**src/rtl/edge_window_scheduler_if.sv**
```systemverilog
// Bus bundle for edge_window_scheduler: synchronized video timing in, line-buffer/window control out.
// O_ERR exists only when EDGE_SCHED_ERR_EN is defined.
interface edge_window_scheduler_if #(
    parameter int COL_W = 10,
    parameter int ROW_W = 10
);
    logic             I_VSYNC;
    logic             I_DE;
    logic             I_PIX_STB;
    logic             O_LB_WR_EN;
    logic [COL_W-1:0] O_LB_ADDR;
    logic [1:0]       O_WR_BANK;
    logic             O_WIN_VALID;
    logic [ROW_W-1:0] O_CTR_ROW;
    logic [COL_W-1:0] O_CTR_COL;
    logic             O_FRAME_DONE;
`ifdef EDGE_SCHED_ERR_EN
    logic             O_ERR;

    modport master (
        output I_VSYNC, I_DE, I_PIX_STB,
        input  O_LB_WR_EN, O_LB_ADDR, O_WR_BANK, O_WIN_VALID,
               O_CTR_ROW, O_CTR_COL, O_FRAME_DONE, O_ERR
    );
    modport slave (
        input  I_VSYNC, I_DE, I_PIX_STB,
        output O_LB_WR_EN, O_LB_ADDR, O_WR_BANK, O_WIN_VALID,
               O_CTR_ROW, O_CTR_COL, O_FRAME_DONE, O_ERR
    );
`else
    modport master (
        output I_VSYNC, I_DE, I_PIX_STB,
        input  O_LB_WR_EN, O_LB_ADDR, O_WR_BANK, O_WIN_VALID,
               O_CTR_ROW, O_CTR_COL, O_FRAME_DONE
    );
    modport slave (
        input  I_VSYNC, I_DE, I_PIX_STB,
        output O_LB_WR_EN, O_LB_ADDR, O_WR_BANK, O_WIN_VALID,
               O_CTR_ROW, O_CTR_COL, O_FRAME_DONE
    );
`endif
endinterface

```
**src/rtl/edge_window_scheduler.sv**
```systemverilog
// Sequences the 3-line-buffer Sobel window: row/column tracking, bank rotation, 3x3 window flag.
// Optional EDGE_SCHED_ERR_EN adds a sticky line-width / overflow error flag (O_ERR).
//
// state       | meaning
// ------------+-----------------------------------------------------------
// S_IDLE      | after reset; waits for the first VSYNC rising edge
// S_WAIT_LINE | inside a frame, between lines; waits for DE high
// S_LINE      | active line; accepts pixel strobes until DE falls
module edge_window_scheduler #(
    parameter int MAX_WIDTH = 1024,
    parameter int COL_W     = 10,
    parameter int ROW_W     = 10
) (
    input  logic                     I_CORE_CLK,
    input  logic                     I_RST,
    edge_window_scheduler_if.slave   bus
);

    typedef enum logic [1:0] {
        S_IDLE      = 2'd0,
        S_WAIT_LINE = 2'd1,
        S_LINE      = 2'd2
    } state_t;

    // Column counter carries one extra bit so it can reach MAX_WIDTH == 2^COL_W.
    localparam logic [COL_W:0] MAX_COL = MAX_WIDTH[COL_W:0];

    state_t           state_q, state_d;
    logic             vs_q, de_q;
    logic [COL_W:0]   col_q, col_d;
    logic [ROW_W-1:0] row_q, row_d;
    logic [1:0]       bank_q, bank_d;
    logic             wr_en_q, wr_en_d;
    logic [COL_W-1:0] addr_q, addr_d;
    logic             win_q, win_d;
    logic [ROW_W-1:0] ctr_row_q, ctr_row_d;
    logic [COL_W-1:0] ctr_col_q, ctr_col_d;
    logic             done_q, done_d;

    logic vs_rise, de_fall, pix_req, accept, overflow;

    assign vs_rise  = bus.I_VSYNC & ~vs_q;
    assign de_fall  = ~bus.I_DE & de_q;
    assign pix_req  = (state_q == S_LINE) & bus.I_PIX_STB & bus.I_DE & ~vs_rise;
    assign accept   = pix_req & (col_q < MAX_COL);
    assign overflow = pix_req & (col_q >= MAX_COL);

    always_ff @(posedge I_CORE_CLK or negedge I_RST) begin
        if (!I_RST) begin
            state_q   <= S_IDLE;
            vs_q      <= 1'b0;
            de_q      <= 1'b0;
            col_q     <= '0;
            row_q     <= '0;
            bank_q    <= '0;
            wr_en_q   <= 1'b0;
            addr_q    <= '0;
            win_q     <= 1'b0;
            ctr_row_q <= '0;
            ctr_col_q <= '0;
            done_q    <= 1'b0;
        end else begin
            state_q   <= state_d;
            vs_q      <= bus.I_VSYNC;
            de_q      <= bus.I_DE;
            col_q     <= col_d;
            row_q     <= row_d;
            bank_q    <= bank_d;
            wr_en_q   <= wr_en_d;
            addr_q    <= addr_d;
            win_q     <= win_d;
            ctr_row_q <= ctr_row_d;
            ctr_col_q <= ctr_col_d;
            done_q    <= done_d;
        end
    end

    always_comb begin
        state_d   = state_q;
        col_d     = col_q;
        row_d     = row_q;
        bank_d    = bank_q;
        wr_en_d   = 1'b0;
        addr_d    = addr_q;
        win_d     = 1'b0;
        ctr_row_d = ctr_row_q;
        ctr_col_d = ctr_col_q;
        done_d    = 1'b0;

        // A frame sync outranks everything else in the cycle, including a pixel strobe.
        if (vs_rise) begin
            done_d  = (state_q != S_IDLE) && (row_q != '0);
            state_d = S_WAIT_LINE;
            col_d   = '0;
            row_d   = '0;
            bank_d  = '0;
        end else begin
            case (state_q)
                S_IDLE: begin
                    state_d = S_IDLE;
                end
                S_WAIT_LINE: begin
                    if (bus.I_DE) begin
                        state_d = S_LINE;
                    end
                end
                S_LINE: begin
                    if (de_fall) begin
                        state_d = S_WAIT_LINE;
                        col_d   = '0;
                        if (row_q != '1) begin
                            row_d = row_q + ROW_W'(1);
                        end
                        bank_d = (bank_q == 2'd2) ? 2'd0 : bank_q + 2'd1;
                    end else if (accept) begin
                        wr_en_d = 1'b1;
                        addr_d  = col_q[COL_W-1:0];
                        col_d   = col_q + (COL_W+1)'(1);
                        if ((row_q >= ROW_W'(2)) && (col_q >= (COL_W+1)'(2))) begin
                            win_d     = 1'b1;
                            ctr_row_d = row_q - ROW_W'(1);
                            ctr_col_d = col_q[COL_W-1:0] - COL_W'(1);
                        end
                    end
                end
                default: begin
                    state_d = S_IDLE;
                end
            endcase
        end
    end

    assign bus.O_LB_WR_EN   = wr_en_q;
    assign bus.O_LB_ADDR    = addr_q;
    assign bus.O_WR_BANK    = bank_q;
    assign bus.O_WIN_VALID  = win_q;
    assign bus.O_CTR_ROW    = ctr_row_q;
    assign bus.O_CTR_COL    = ctr_col_q;
    assign bus.O_FRAME_DONE = done_q;

`ifdef EDGE_SCHED_ERR_EN
    logic           err_q, err_d;
    logic [COL_W:0] width_q, width_d;

    always_ff @(posedge I_CORE_CLK or negedge I_RST) begin
        if (!I_RST) begin
            err_q   <= 1'b0;
            width_q <= '0;
        end else begin
            err_q   <= err_d;
            width_q <= width_d;
        end
    end

    // Row 0 defines the reference width; every later line must match it.
    always_comb begin
        err_d   = err_q;
        width_d = width_q;
        if (vs_rise) begin
            err_d = 1'b0;
        end else begin
            if (overflow) begin
                err_d = 1'b1;
            end
            if ((state_q == S_LINE) && de_fall) begin
                if (row_q == '0) begin
                    width_d = col_q;
                end else if (col_q != width_q) begin
                    err_d = 1'b1;
                end
            end
        end
    end

    assign bus.O_ERR = err_q;
`endif

endmodule

```
**src/flat_wrapper.sv**
```systemverilog
// flat-port wrapper written by rule: the top's interface ports become plain ports
module edge_window_scheduler_flat 
#(
    parameter int MAX_WIDTH = 1024,
    parameter int COL_W     = 10,
    parameter int ROW_W     = 10
)
  (I_CORE_CLK, I_RST, bus_I_VSYNC, bus_I_DE, bus_I_PIX_STB, bus_O_LB_WR_EN, bus_O_LB_ADDR, bus_O_WR_BANK, bus_O_WIN_VALID, bus_O_CTR_ROW, bus_O_CTR_COL, bus_O_FRAME_DONE);
  edge_window_scheduler_if #(.COL_W(COL_W), .ROW_W(ROW_W)) bus_i ();
  input  logic I_CORE_CLK;
  input  logic I_RST;
  input wire logic [$bits(bus_i.I_VSYNC)-1:0] bus_I_VSYNC;
  input wire logic [$bits(bus_i.I_DE)-1:0] bus_I_DE;
  input wire logic [$bits(bus_i.I_PIX_STB)-1:0] bus_I_PIX_STB;
  output wire logic [$bits(bus_i.O_LB_WR_EN)-1:0] bus_O_LB_WR_EN;
  output wire logic [$bits(bus_i.O_LB_ADDR)-1:0] bus_O_LB_ADDR;
  output wire logic [$bits(bus_i.O_WR_BANK)-1:0] bus_O_WR_BANK;
  output wire logic [$bits(bus_i.O_WIN_VALID)-1:0] bus_O_WIN_VALID;
  output wire logic [$bits(bus_i.O_CTR_ROW)-1:0] bus_O_CTR_ROW;
  output wire logic [$bits(bus_i.O_CTR_COL)-1:0] bus_O_CTR_COL;
  output wire logic [$bits(bus_i.O_FRAME_DONE)-1:0] bus_O_FRAME_DONE;
  assign bus_i.I_VSYNC = bus_I_VSYNC;
  assign bus_i.I_DE = bus_I_DE;
  assign bus_i.I_PIX_STB = bus_I_PIX_STB;
  assign bus_O_LB_WR_EN = bus_i.O_LB_WR_EN;
  assign bus_O_LB_ADDR = bus_i.O_LB_ADDR;
  assign bus_O_WR_BANK = bus_i.O_WR_BANK;
  assign bus_O_WIN_VALID = bus_i.O_WIN_VALID;
  assign bus_O_CTR_ROW = bus_i.O_CTR_ROW;
  assign bus_O_CTR_COL = bus_i.O_CTR_COL;
  assign bus_O_FRAME_DONE = bus_i.O_FRAME_DONE;
  edge_window_scheduler #(.MAX_WIDTH(MAX_WIDTH), .COL_W(COL_W), .ROW_W(ROW_W)) u_core (.I_CORE_CLK(I_CORE_CLK), .I_RST(I_RST), .bus(bus_i));
endmodule
```
**config.mk**
```make
export PLATFORM = sky130hd
export DESIGN_NAME = edge_window_scheduler_flat
export DESIGN_NICKNAME = d
export VERILOG_FILES = /design/src/rtl/edge_window_scheduler_if.sv /design/src/rtl/edge_window_scheduler.sv /design/src/flat_wrapper.sv
export SDC_FILE = /design/constraint.sdc
export NUM_CORES = 1
export LEC_CHECK = 0
export CORE_ASPECT_RATIO = 1.5
export CORE_MARGIN = 10
export CORE_UTILIZATION = 54
export DETAILED_ROUTE_END_ITERATION = 10
export PLACE_DENSITY = 0.85
export SETUP_SLACK_MARGIN = 0.3
export SLEW_MARGIN = 20
export SYNTH_ARGS = -nofsm -noshare
export SYNTH_HDL_FRONTEND = slang
export SYNTH_SLANG_ARGS = --single-unit
```
**constraint.sdc**
```tcl
create_clock -name I_CORE_CLK -period 2.1 [get_ports I_CORE_CLK]
set_input_delay 0.63 -clock I_CORE_CLK [delete_from_list [all_inputs] [get_ports I_CORE_CLK]]
set_output_delay 0.63 -clock I_CORE_CLK [all_outputs]
set_load 0.02 [all_outputs]
```
==> flow_results.org, run 1 <==
* Flow results

** Layout
- The class occupying the most area after layout is reported as flip-flops and latches.
- The final layout contains 379 nets.
- 0 antenna diodes ended up in the layout.
- Count of buffers not belonging to the clock network in the layout :: 89
- Clock buffer count in the final layout :: 11

** Synthesis
- Counting the warning lines in the Yosys log gives 0.
- The commonest cells after synthesis are sky130_fd_sc_hd__dfrtp_1 (60), sky130_fd_sc_hd__nand2_1 (39), sky130_fd_sc_hd__mux2_4 (17).
- Cell with the most instances after synthesis :: sky130_fd_sc_hd__dfrtp_1
- In this run, the synthesized area fraction spent on AND-OR/OR-AND gates is recorded as 0.0894.
- Number of cells in Yosys stat :: 287
- Area share of the largest cell type after synthesis :: 0.488
- In this run, the synthesized area fraction spent on xor and xnor cells is recorded as 0.0541.
- Mean instance size in the synthesized netlist :: 10.7 µm²

** Setup path
- Worst Setup Start Kind :: register
- Worst reg-to-reg setup slack :: 120 ps
- Worst reg2reg endpoint :: u_core.bus.O_CTR_COL[3]
- In this run the worst setup path terminates at u_core.bus.O_CTR_COL[3].
- Element type at the critical path end :: register
- Delay contributed by the slowest stage of the critical path :: 400 ps
- Start of the worst register-to-register path :: u_core.row_q[7]
- Counting both buffers and inverters, the worst setup path holds a total of 3.
- The critical path crosses 7 cells after its start point.

** Run status
- Status :: finished clean

** GRT
- In the global route stage, overall resource usage came out at 0.179.
- Wire length of the first global-routing pass :: 12.7 mm
- Via count of the first global-routing pass :: 2,591

** Timing
- Timing would allow up to 505 MHz.
- Final Max-Slew Violation Tally :: 0
- After routing, the total negative slack on setup checks comes to 0 ps.
- For the finished layout, the period the worst path requires is 1980 ps.

** Die
- In this run the vertical extent of the chip is 112 µm.

** Power
- The share of total power dissipated in combinational logic is 0.234.
- Net switching component of the power :: 0.934 mW
- The script computed the net switching share of total power as 0.316.

** Place
- Number of buffers inserted by port buffering :: 39

** CTS
- TritonCTS Buffers :: 9
- Latest clock arrival within the worst-skew pair :: 350 ps

** Drt
- Initial detailed-routing violation count :: 207
-- run 1: power by group through the flow --
stage / clock [mW] / combinational [mW] / sequential (mW)
2_1_floorplan: 0 / 0.412 / 1.36
3_3_place_gp: 0 / 0.685 / 1.33
3_5_place_dp: 0 / 0.702 / 1.34
4_1_cts: 0.945 / 0.687 / 1.32
5_1_grt: 1.01 / 0.758 / 1.33
6_report: 0.943 / 0.691 / 1.32
-- run 1: worst reg2reg max path, delay by kind of cell, from the launching register on --
family / cells / cell delay [ps]
flops: 1 / 400
simple gates: 2 / 360
compound gates: 1 / 260
buf+inv: 3 / 490
mux: 1 / 350
-- run 1: metal layers --
metal  up-vias  share of wire
met5         -              0
met3        18          0.049
met2        79           0.55
li1       1168              -
met1      1246           0.37
met4         0          0.027
-- run 1: per-stage QoR --
| stage | instances | power (mW) | util | cell area, µm² | setup WS [ps] |
|---|---|---|---|---|---|
| finish | 442 | 2.95 | 0.752 | 4130 | 122 |
| detailed placement | 414 | 2.04 | 0.685 | 3760 | -489 |
| CTS | 438 | 2.95 | 0.738 | 4050 | 153 |
| global route | 442 | 3.09 | 0.752 | 4130 | 54.6 |
| floorplan | 287 | 1.78 | - | 3090 | 128 |
| global placement | 414 | 2.02 | 0.685 | 3760 | -464 |
-- run 1: state kept, by name (all words and copies together), names as in the netlist --
name	cells
u_core.bus.O_LB_ADDR	10
u_core.bus.O_LB_WR_EN	1
u_core.bus.O_FRAME_DONE	1
u_core.de_q	1
u_core.bus.O_WIN_VALID	1
u_core.col_q	11
u_core.bus.O_CTR_ROW	10
u_core.state_q	2
u_core.bus.O_CTR_COL	10
u_core.bus.O_WR_BANK	2
u_core.vs_q	1
u_core.row_q	10
Fig. 1: run 1, logic cells by family
(4 px per µm)
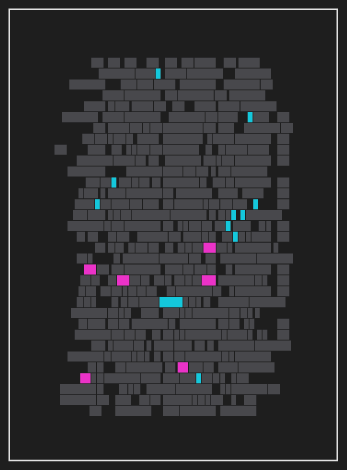
[cyan] inv cells | cells: 11 | most used: inv_1
[magenta] non-inverting ao/oa cells | cells: 6 | most used: a31o_2
dominant logic cell type in the layout: sky130_fd_sc_hd__dfrtp_1
proportion of cell area occupied by multi-input gates: 0.360
number of standard cells in the final layout excluding fillers: 442

Fig. 2: run 1, routing congestion
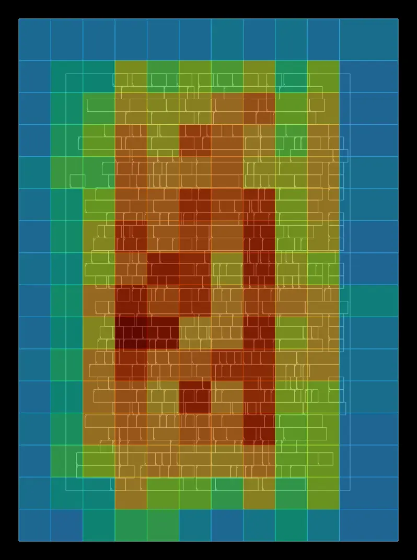
Top Usage Layer GRT: met2
average wire per cell in the routed design: 18.1 µm

Fig. 3: run 1, signal wires on met2
(2 px per µm) Cells faint in the background.
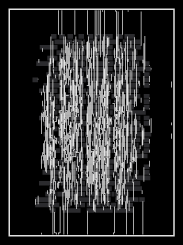
longest straight run: 49.0 µm
nets with wire on the layer: 344
wire length on this layer: 4,430 µm
main direction: vertical

Fig. 4: run 1, M3 wires
(2 px per µm)
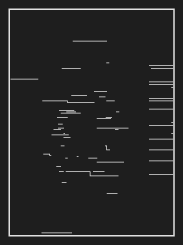

==> run 1 -> run 2 <==
--- a/config.mk
+++ b/config.mk
@@ -7,9 +7,9 @@
 export LEC_CHECK = 0
 export CORE_ASPECT_RATIO = 1.5
 export CORE_MARGIN = 10
-export CORE_UTILIZATION = 54
+export CORE_UTILIZATION = 55
 export DETAILED_ROUTE_END_ITERATION = 10
-export PLACE_DENSITY = 0.85
+export PLACE_DENSITY = 0.87
 export SETUP_SLACK_MARGIN = 0.3
 export SLEW_MARGIN = 20
 export SYNTH_ARGS = -nofsm -noshare
Fig. 5: run 2, M3 wires
(2 px per µm)
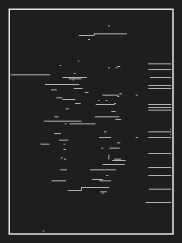
share of all routed wire: 5.4%
main direction: horizontal
wire length on this layer: 455 µm

==> run 2 against run 1 <==
Compared with the run above: cell count grew 0.90%; register-to-register slack better by 70 ps; global-route usage rose by 1.4 points; setup slack improved by 67 ps; critical path type unchanged; sequential share of layout area decreased by 0.22 points; wire length increased by 6.2%; combinational power grew 12%.
==> flow_results.org, run 2 <==
* Flow results

** GRT
- The total track usage came to 0.192 (+0.0135).
- Wire length of the first global-routing pass :: 13.5 mm (+6.3%)
- Global routing finished with a remaining overflow of 0.
- The via count of the first global-routing pass was 2,766 (+6.8%).

** Timing
- Maximum clock rate :: 523 MHz (+3.5%)
- Setup repair after global routing could not meet its margin everywhere.
- Final Max-Slew Violation Tally :: 0 (unchanged)
- Worst setup margin :: 189 ps (+67.0 ps)
- The time the final worst path needs with I/O delays and setup came to 1910 ps (-67.0 ps).
- Tcrit/Tclk final :: 0.910

** Die
- The y dimension of the die is 112 µm (-0.75%).
- Initial cell density of the core :: 0.565

** Synthesis
- Most instantiated flip-flop cell in the synthesis netlist :: sky130_fd_sc_hd__dfrtp_1
- Area share of the largest cell type after synthesis :: 0.488 (unchanged)
- Measured against the total synthesized area, the mux share comes to 0.106.
- The most common cell in the synthesized netlist is sky130_fd_sc_hd__dfrtp_1.
- Main area contributors after synthesis :: sky130_fd_sc_hd__dfrtp_1 (49%), sky130_fd_sc_hd__mux2_4 (8.3%), sky130_fd_sc_hd__nand2_1 (4.8%)
- Post-synth top cells :: sky130_fd_sc_hd__dfrtp_1 (60), sky130_fd_sc_hd__nand2_1 (39), sky130_fd_sc_hd__mux2_4 (17)
- The post-synthesis share of cell area spent on and-or and or-and gates was 0.0894 (unchanged).
- Flop and latch count out of synthesis :: 60
- Of the total synthesized cell area, the portion taken by AND, OR, NAND and NOR gates is 0.191.
- The xor and xnor fraction of the mapped netlist area was 0.0541 (unchanged).
- The mean instance size in the synthesized netlist was 10.7 µm² (unchanged).
- Number of cells in Yosys stat :: 287 (unchanged)
- In the synthesized netlist the async set-or-reset flop fraction comes to 1.00.
- Count of synthesis-stage warnings from yosys :: 0 (unchanged)
- Main logic family after synthesis :: simple AND/OR/NAND/NOR gates

** Setup path
- The worst stage delay on the critical path came to 410 ps (about the same).
- STA classifies the critical path endpoint as a register.
- The critical path ends at u_core.bus.O_CTR_ROW[8].
- The endpoint identified for the worst register-to-register timing path is u_core.bus.O_CTR_ROW[8].
- Cell count of the worst reg-to-reg path :: 6
- The number of cells on the critical path is 6 (-1).
- Path type of the worst setup path :: register to register
- Worst Setup Start Kind :: register
- Worst Path Buf+Inv :: 2 (-1)
- The internal reg-to-reg setup slack is 190 ps (+70 ps).
- The worst register-to-register path begins at u_core.row_q[2].
- Startpoint of the most critical setup path :: u_core.row_q[2]
- The data required time reported for the critical path is 2340 ps.

** Drt
- In the log, the iteration count for the first detailed-route pass is 4.
- The first-iteration detailed-routing DRC count was 263 (+27%).
- Average wire per cell in the routed design :: 19.1 µm (+5.3%)
- In this run the remaining antenna-violating nets after routing total 0.
- DR vias/cell :: 5.91

** Place
- Gpl congestion :: 0.963
- Worst-case setup slack after placement :: -495 ps (-6.56 ps)
- Placed cells :: 412 (-0.48%)
- The port buffer count came to 39 (unchanged).
- Post-placement cell area :: 0.00375 mm² (-0.40%)

** Layout
- The non-filler instance count after layout came to 446 (+0.90%).
- The number of nets in the finished design is 382 (+0.79%).
- Number of antenna cells inserted :: 0 (unchanged)
- Post-route design area :: 0.00416 mm² (+0.70%)
- Dominant logic cell type in the layout :: sky130_fd_sc_hd__dfrtp_1
- Largest register by flop count :: u_core.col_q
- Relative area change from synthesis to final layout :: 35.1%
- Share of cells above drive strength 1 :: 0.287
- The number of flip-flops in the largest register was 11 (unchanged).

** CTS
- The later-pin clock latency in the skew report is 360 ps (about the same).
- TritonCTS Buffers :: 9 (unchanged)
- Looking at the clock tree report, the H-tree level count equals 3.
- Maximum clock path buffer count :: 2

** Power
- Power spread over the standard cell area amounts to 761 mW/mm².
- Peak supply drop :: 0.546 mV
- Leakage power of the design :: 2.20 nW

** Run status
- Status :: finished clean

** Run
- Maximum capacitance violations :: 0
Fig. 6: run 2, drive-strength map
(4 px per µm)
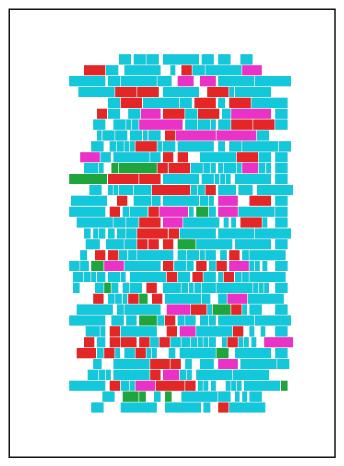
[magenta] _6 and larger | cells: 23 | most used: clkbuf_8
[green] _2 cells | cells: 15
[red] _3 and _4 cells | cells: 70 | most used: buf_4
[cyan] _0 and _1 cells | cells: 268 | most used: dfrtp_1

## run 2: cell type report
cell class | count | area share
clock buffer | 12 | 0.0373
clock inverter | 4 | 0.0114
inverter | 11 | 0.0129
multi-input combinational | 197 | 0.355
sequential | 60 | 0.362
tap | 70 | 0.0211
timing repair buffer | 92 | 0.201
## run 2: layer usage
layer	wire, µm	GRT usage	vias up
met5	0	0	-
li1	-	-	1175
met3	454	0.0515	44
met1	2960	0.185	1317
met4	526	0.126	0
met2	4560	0.341	102
## run 2: stage by stage
stage / power (mW) / setup TNS [ps] / util
final: 3.16 / 0 / 0.763
after global routing: 3.29 / 0 / 0.763
after CTS: 3.13 / 0 / 0.759
after detailed placement: 2.04 / -17950 / 0.688
after global placement: 2.01 / -15980 / 0.688
after floorplan: 1.78 / 0 / -
## run 2: power breakdown
group / internal (mW) / switching, mW / leakage [nW] / total [mW]
clock: 0.608 / 0.469 / 0.102 / 1.08
sequential: 1.24 / 0.0752 / 0.809 / 1.31
combinational: 0.350 / 0.427 / 1.28 / 0.777
## run 2: worst min-delay path by stage
stage	to	startpoint	cells after the start
6_report	u_core.bus.O_LB_ADDR[8]	I_RST	2
5_1_grt	u_core.col_q[8]	I_RST	2
4_1_cts	u_core.bus.O_LB_ADDR[8]	I_RST	2
3_5_place_dp	u_core.bus.O_LB_ADDR[6]	u_core.bus.O_LB_ADDR[6]	2
3_3_place_gp	u_core.bus.O_LB_ADDR[3]	u_core.bus.O_LB_ADDR[3]	2
2_1_floorplan	u_core.bus.O_CTR_COL[0]	I_RST	0
## run 2: what timing repair did
| action | CTS | global route |
|---|---|---|
| pin swaps | 3 | 4 |
| buffers inserted | 13 | 2 |
| resized | 59 | 7 |
| cloned | 3 | 0 |
| setup endpoints to repair | 90 | 27 |
Power figures rest on the tool's default switching activity, not on a simulated workload.
